File: config.mk
export PLATFORM = sky130hd
export DESIGN_NAME = tone_i2s_tx
export DESIGN_NICKNAME = d
export VERILOG_FILES = /design/src/rtl/tone_i2s_tx.sv
export SDC_FILE = /design/constraint.sdc
export NUM_CORES = 1
export LEC_CHECK = 0
export CELL_PAD_IN_SITES_DETAIL_PLACEMENT = 1
export CELL_PAD_IN_SITES_GLOBAL_PLACEMENT = 1
export CORE_ASPECT_RATIO = 0.7
export CORE_MARGIN = 3
export CORE_UTILIZATION = 30
export DETAILED_ROUTE_END_ITERATION = 10
export PLACE_DENSITY = 0.7
export RECOVER_POWER = 100
export SKIP_CTS_REPAIR_TIMING = 1
export SLEW_MARGIN = 20
export SYNTH_ARGS = -nofsm -noshare
export SYNTH_HDL_FRONTEND = slang
export SYNTH_SLANG_ARGS = --single-unit
File: constraint.sdc
create_clock -name CLK -period 2.5 [get_ports CLK]
set_clock_uncertainty 0.1 [all_clocks]
set_input_delay 0.375 -clock CLK [delete_from_list [all_inputs] [get_ports CLK]]
set_output_delay 0.375 -clock CLK [all_outputs]
set_load 0.05 [all_outputs]
File: src/rtl/tone_i2s_tx.sv
//------------------------------------------------------------------------------
// tone_i2s_tx
//
// Output stage of the synth voice datapath. Once per audio frame the mixed
// 32-bit signed TONE word is arithmetically scaled down by SHIFT bits. It is
// then saturated to 16 bits and held in a pending buffer. At the next frame
// start the pending sample moves into the play buffer. The play buffer is
// serialised MSB first, in I2S format, in both the left and right slots (mono).
// The block is the I2S master: it generates BCLK and LRCK from CLK.
//
// Ports
//   CLK          in   system clock, rising edge
//   RESET_N      in   asynchronous active-low reset
//   SAMPLE_VALID in   one-cycle strobe, TONE holds the finished mix
//   TONE[31:0]   in   signed two's-complement mixed sample
//   SAMPLE_REQ   out  one-cycle pulse at each frame start
//   AUD_BCLK     out  I2S bit clock, CLK / (2*BCLK_HALF)
//   AUD_DACLRCK  out  I2S word select, 0 = left slot, 1 = right slot
//   AUD_DACDAT   out  I2S serial data, MSB first, one BCLK after LRCK edge
//   UNDERRUN     out  one-cycle pulse, frame start found no pending sample
//   OVERRUN      out  one-cycle pulse, a new sample replaced an unplayed one
//
// Parameters
//   BCLK_HALF    CLK cycles per BCLK half period
//   SHIFT        arithmetic right shift before saturation, 0..16
//------------------------------------------------------------------------------
module tone_i2s_tx #(
  parameter int BCLK_HALF = 8,
  parameter int SHIFT     = 12
) (
  input  logic        CLK,
  input  logic        RESET_N,
  input  logic        SAMPLE_VALID,
  input  logic [31:0] TONE,
  output logic        SAMPLE_REQ,
  output logic        AUD_BCLK,
  output logic        AUD_DACLRCK,
  output logic        AUD_DACDAT,
  output logic        UNDERRUN,
  output logic        OVERRUN
);

  localparam int               DIV_W  = (BCLK_HALF > 1) ? $clog2(BCLK_HALF) : 1;
  localparam logic [DIV_W-1:0] DIV_TC = DIV_W'(BCLK_HALF - 1);

  // Scale by SHIFT with sign extension, then clamp into the 16-bit range.
  function automatic logic [15:0] sat16(input logic [31:0] word);
    logic signed [31:0] scaled;
    scaled = $signed(word) >>> SHIFT;
    if (scaled > 32'sd32767) begin
      sat16 = 16'h7FFF;
    end else if (scaled < -32'sd32768) begin
      sat16 = 16'h8000;
    end else begin
      sat16 = scaled[15:0];
    end
  endfunction

  // Bit-clock generation and serialiser state
  logic [DIV_W-1:0] div_cnt_r;
  logic             bclk_r;
  logic [5:0]       bit_cnt_r;
  logic             lrck_r;
  logic             dat_r;
  logic             sample_req_r;

  // Sample buffering state
  logic [15:0]      pend_r;
  logic [15:0]      play_r;
  logic             pending_r;
  logic             first_frame_r;
  logic             underrun_r;
  logic             overrun_r;

  // Combinational helpers
  logic             div_tc_s;
  logic             fall_s;
  logic [5:0]       bit_nxt_s;
  logic             frame_start_s;
  logic [4:0]       slot_bit_s;
  logic [3:0]       sel_s;
  logic             ser_bit_s;
  logic [15:0]      conv_s;

  // Divider terminal count, BCLK fall detection and the next serial bit
  always_comb begin
    div_tc_s      = (div_cnt_r == DIV_TC);
    // A fall event is the terminal count while BCLK is currently high.
    fall_s        = div_tc_s & bclk_r;
    bit_nxt_s     = bit_cnt_r + 6'd1;
    frame_start_s = fall_s & (bit_nxt_s == 6'd0);
    // Position inside the 32-bit slot; slot bit 0 is the I2S delay bit.
    slot_bit_s    = bit_nxt_s[4:0];
    sel_s         = 4'(5'd16 - slot_bit_s);
    if ((slot_bit_s >= 5'd1) && (slot_bit_s <= 5'd16)) begin
      ser_bit_s = play_r[sel_s];
    end else begin
      ser_bit_s = 1'b0;
    end
    conv_s        = sat16(TONE);
  end

  // BCLK divider, bit counter, LRCK / DACDAT shifting and frame-start pulse
  always_ff @(posedge CLK or negedge RESET_N) begin
    if (!RESET_N) begin
      div_cnt_r    <= {DIV_W{1'b0}};
      bclk_r       <= 1'b0;
      bit_cnt_r    <= 6'd63;
      lrck_r       <= 1'b0;
      dat_r        <= 1'b0;
      sample_req_r <= 1'b0;
    end else begin
      if (div_tc_s) begin
        div_cnt_r <= {DIV_W{1'b0}};
        bclk_r    <= ~bclk_r;
      end else begin
        div_cnt_r <= div_cnt_r + DIV_W'(1);
      end
      // LRCK and data change together with the BCLK falling edge so the
      // codec samples stable values on the following rising edge.
      if (fall_s) begin
        bit_cnt_r <= bit_nxt_s;
        lrck_r    <= bit_nxt_s[5];
        dat_r     <= ser_bit_s;
      end
      sample_req_r <= frame_start_s;
    end
  end

  // Pending/play double buffer with underrun and overrun reporting
  always_ff @(posedge CLK or negedge RESET_N) begin
    if (!RESET_N) begin
      pend_r        <= 16'h0000;
      play_r        <= 16'h0000;
      pending_r     <= 1'b0;
      first_frame_r <= 1'b1;
      underrun_r    <= 1'b0;
      overrun_r     <= 1'b0;
    end else begin
      underrun_r <= 1'b0;
      overrun_r  <= 1'b0;
      if (frame_start_s) begin
        // Repeat the previous sample when nothing new arrived in time.
        if (pending_r) begin
          play_r <= pend_r;
        end
        underrun_r    <= ~pending_r & ~first_frame_r;
        first_frame_r <= 1'b0;
        // A sample arriving on this very edge becomes the next pending one;
        // it does not count as an overrun because the old one was consumed.
        pending_r     <= SAMPLE_VALID;
      end else if (SAMPLE_VALID) begin
        pending_r <= 1'b1;
        overrun_r <= pending_r;
      end
      if (SAMPLE_VALID) begin
        pend_r <= conv_s;
      end
    end
  end

  assign SAMPLE_REQ  = sample_req_r;
  assign AUD_BCLK    = bclk_r;
  assign AUD_DACLRCK = lrck_r;
  assign AUD_DACDAT  = dat_r;
  assign UNDERRUN    = underrun_r;
  assign OVERRUN     = overrun_r;

endmodule

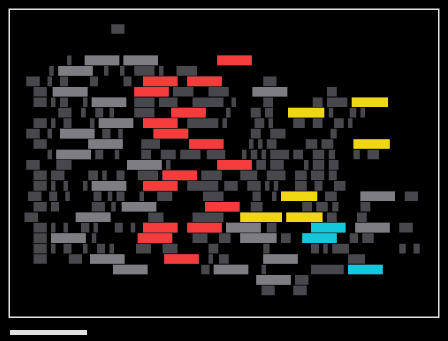
Run 1: sequential cells coloured by netlist name
The bar under the picture is 20 um long. Other sequential cells in the stronger grey, the rest of the logic in the fainter grey.
legend:
  bit_cnt_r:
    colour: yellow
    placed_flops: 6
  play_r:
    colour: red
    placed_flops: 16
  div_cnt_r:
    colour: cyan
    placed_flops: 3
not coloured: 24
final core utilization: 38.04%
P_seq: 836 uW
sequential share of cell area: 43.90%

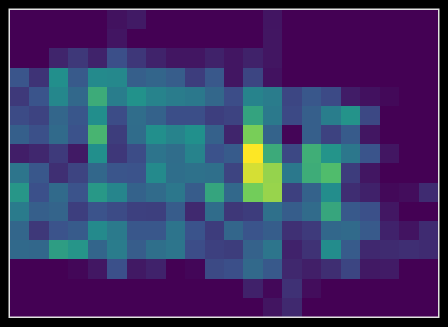
Run 1: wire density map
The die is cut into 22 by 16 equal tiles; dark purple is low, yellow is high, scaled to the fullest tile. Values are wire area over tile area, all layers added.
emptiest ninth of the die: north-east
nearly empty tiles: 34%
fullest tile: 0.43
mean over tiles: 0.080
densest ninth of the die: centre
tiles over half the peak: 6.2%
Avg WL per Cell: 13.96 um
GRT Util Overall: 11.20%
Post-Route WL: 4.606 mm

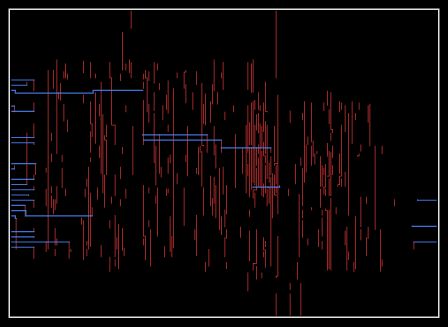
Run 1: metal layers overlaid
Only two layers are drawn.
legend:
  met3:
    colour: blue
    wire_length: 229 um
  met2:
    colour: red
    wire_length: 1890 um
via count: 1521

==> out/qor.csv, run 1 <==
metric,value,unit
final_cells,330,
syn_to_final_growth,21.04,%
final_antenna_net_count,0,
relSlewSlack,18.71,%
grt_pass1_wl,8.231,mm
met1_usage,16.64,%
seqPwrFrac,58.2,%
ys_seq_share,52.98,%
internal_power,1076,uW
power-top-group,registers,
top_area_cell,dfrtp_1,
synth-compound-area-share,10.36,%
reg2reg_depth,8,
ir_drop,0.2072,mV
antenna_found_initial,0,
drc,0,
met3_usage,3.106,%
grt_max_degree,50,
power,1437,uW
status,finished clean,
layout.cells.most_common,dfrtp_1,
clk_path_buf_depth,2,
yosys_warnings,0,
fin_setup_tns,0,ps
via_per_inst,4.609,
p_clk_share,34.4,%
top_area_share,45.09,%
synth.distinct_cells,46,
ys_top_cells_by_count,"dfrtp_1 (42), inv_1 (21), nor2_1 (20)",
num_rows,26,
finalMaxSlewViolations,0,
leakage,0.001352,uW
floorplan.core_util,31.43,%
drt-met1-wl,2.472,mm
worstMarginPinSlew,1219,ps
final_cell_area,2821,sq um
crit_chain,"buf_4, ha_1, nand2_1, a21oi_2, nand4b_4, or2_1, buf_4, mux2_4",
synth.mux.area_fraction,14.12,%
cts.sinks,49,
synth.most_common_cell,dfrtp_1,
async_flop_share,100.0,%
drt-initial-drc-count,35,
r2r_slack,120,ps
placement.io_buffers,28,
drive_above_1_share,23.28,%
dr_wl_met3,228,um
placed_area,2714,sq um
period_used_share,95.12,%
run 1: cell type report:
| cell class | count | area [sq um] | share of cell area (%) |
|---|---|---|---|
| flip-flops and latches | 49 | 1239 | 43.90 |
| multi-input cells | 117 | 945.9 | 33.53 |
| repair buffers | 37 | 340.3 | 12.06 |
| well taps | 98 | 122.6 | 4.346 |
| inverters | 21 | 78.83 | 2.794 |
| clock buffers | 5 | 68.82 | 2.439 |
| clock inverters | 3 | 26.28 | 0.9313 |
run 1: state kept, by name, indices dropped and copies added (netlist names):
signal and flops:
pend_r 16, play_r 16, bit_cnt_r 6, div_cnt_r 3, AUD_BCLK 1, AUD_DACDAT 1
AUD_DACLRCK 1, OVERRUN 1, SAMPLE_REQ 1, UNDERRUN 1, first_frame_r 1, pending_r 1
Run 1, clock wiring as the flow saved it:
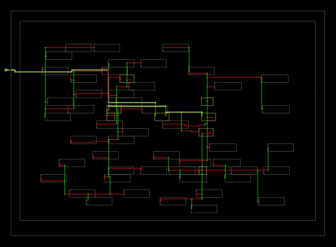

==> run 2, diff against run 1 <==
--- a/config.mk
+++ b/config.mk
@@ -5,12 +5,14 @@
 export SDC_FILE = /design/constraint.sdc
 export NUM_CORES = 1
 export LEC_CHECK = 0
+export CAP_MARGIN = 20
 export CELL_PAD_IN_SITES_DETAIL_PLACEMENT = 1
 export CELL_PAD_IN_SITES_GLOBAL_PLACEMENT = 1
 export CORE_ASPECT_RATIO = 0.7
 export CORE_MARGIN = 3
 export CORE_UTILIZATION = 30
 export DETAILED_ROUTE_END_ITERATION = 10
+export GPL_TIMING_DRIVEN = 0
 export PLACE_DENSITY = 0.7
 export RECOVER_POWER = 100
 export SKIP_CTS_REPAIR_TIMING = 1
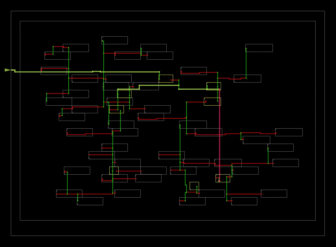
Run 2: clock wiring as the flow saved it
clk_lat worst skew: 310 ps
clkbuf count: 5

==> run 2 against run 1 <==
Effect of this change: area after synthesis did not move; critical path depth rose by 1; power rose by 1.9%; final area rose by 3.9%; core utilization rose by 1.5 points; synthesized cell count did not move; via count rose by 4.3%; sequential power barely moved; final cell count rose by 2.4%; register-to-register slack got worse by 30 ps; non-clock buffer count rose by 8; routed wire length rose by 9.8%; critical endpoint is now play_r[6]$_DFFE_PN0P_; largest power group unchanged.
==> out/qor.csv, run 2 <==
metric,value,unit
drt-met1-wl,2.593,mm
grt_max_degree,31,
syn_to_final_growth,25.82,%
period_used_share,96.17,%
power_sequential,837,uW
drc,0,
logic_area,968.4,sq um
grt_pass1_vias,1693,
dr_wl_met3,185,um
status,finished clean,
swShare,25.92,%
worstMarginPinSlew,1204,ps
routed_wl,5.059,mm
antenna_found_initial,0,
ir_drop,0.2469,mV
finalMaxSlewViolations,0,
leakage,0.001370,uW
power-top-group,registers,
yosys_warnings,0,
cts_buffers,5,
r2r_slack,100,ps
top_regs,"pend_r (16), play_r (16), bit_cnt_r (6)",
ys_seq_share,52.98,%
crit_required,2610,ps
worstHoldPathType,flip-flop to flip-flop,
drt-initial-drc-count,45,
grt_pass1_wl,8.466,mm
top_layer_used,met4,
postLayoutSetupSlackWorst,95.73,ps
grt.total_usage,11.92,%
die_height,79.75,um
hold_viol_final,0,
max_freq,0.4159,GHz
drive_above_1_share,24.17,%
num_rows,26,
ys_chip_area,2331,sq um
async_flop_share,100.0,%
seqPwrFrac,57.2,%
top_area_cell,dfrtp_1,
crit_slowest_cell,dfstp_2,
relSlewSlack,19.71,%
layout.cells.most_common,dfrtp_1,
crit_chain,"buf_4, ha_4, nand2_1, a21oi_2, nand4b_4, or2_1, buf_6, buf_12, mux2_4",
power,1464,uW
synth.most_common_cell,dfrtp_1,
final_antenna_net_count,0,
synth.mux.area_fraction,14.12,%
fin_setup_tns,0,ps
synth-compound-area-share,10.36,%
ys.flop_type,dfrtp_1,
top_area_share,45.09,%
floorplan.core_util,31.43,%
final_util,39.54,%
wl_per_cell,14.97,um
cp-startpoint,bit_cnt_r[0]$_DFFE_PN1P_,
internal_power,1084,uW
final_cell_area,2933,sq um
vias,1586,
cts.sinks,49,
reg2reg_depth,9,
via_per_inst,4.692,
ys_top_cells_by_count,"dfrtp_1 (42), inv_1 (21), nor2_1 (20)",
p_clk_share,35.2,%
clk_path_buf_depth,2,
placed_area,2740,sq um
==> run 2: cell counts after synthesis <==
No cell type changed its count.
==> run 2: final cells by class <==
type	count	area share, %
clock buffer	5	2.346
inverter	21	2.816
buffer	12	3.413
clock inverter	3	1.152
multi-input combinational	117	33.02
sequential	49	42.11
timing repair buffer	33	10.96
tap	98	4.181
==> run 2: logic make-up after synthesis <==
kind of cell,after synthesis
flops,49
buf+inv,34
fa+ha+maj,4
compound gates,34
xor+xnor,7
simple gates,50
mux,22
==> run 2: metal layers <==
layer,global-route usage (%),vias to the layer above
met2,19.25,29
met5,0,-
li1,-,771
met3,2.803,2
met1,16.46,784
met4,2.552,0
Power is estimated from default activity; no workload was simulated.
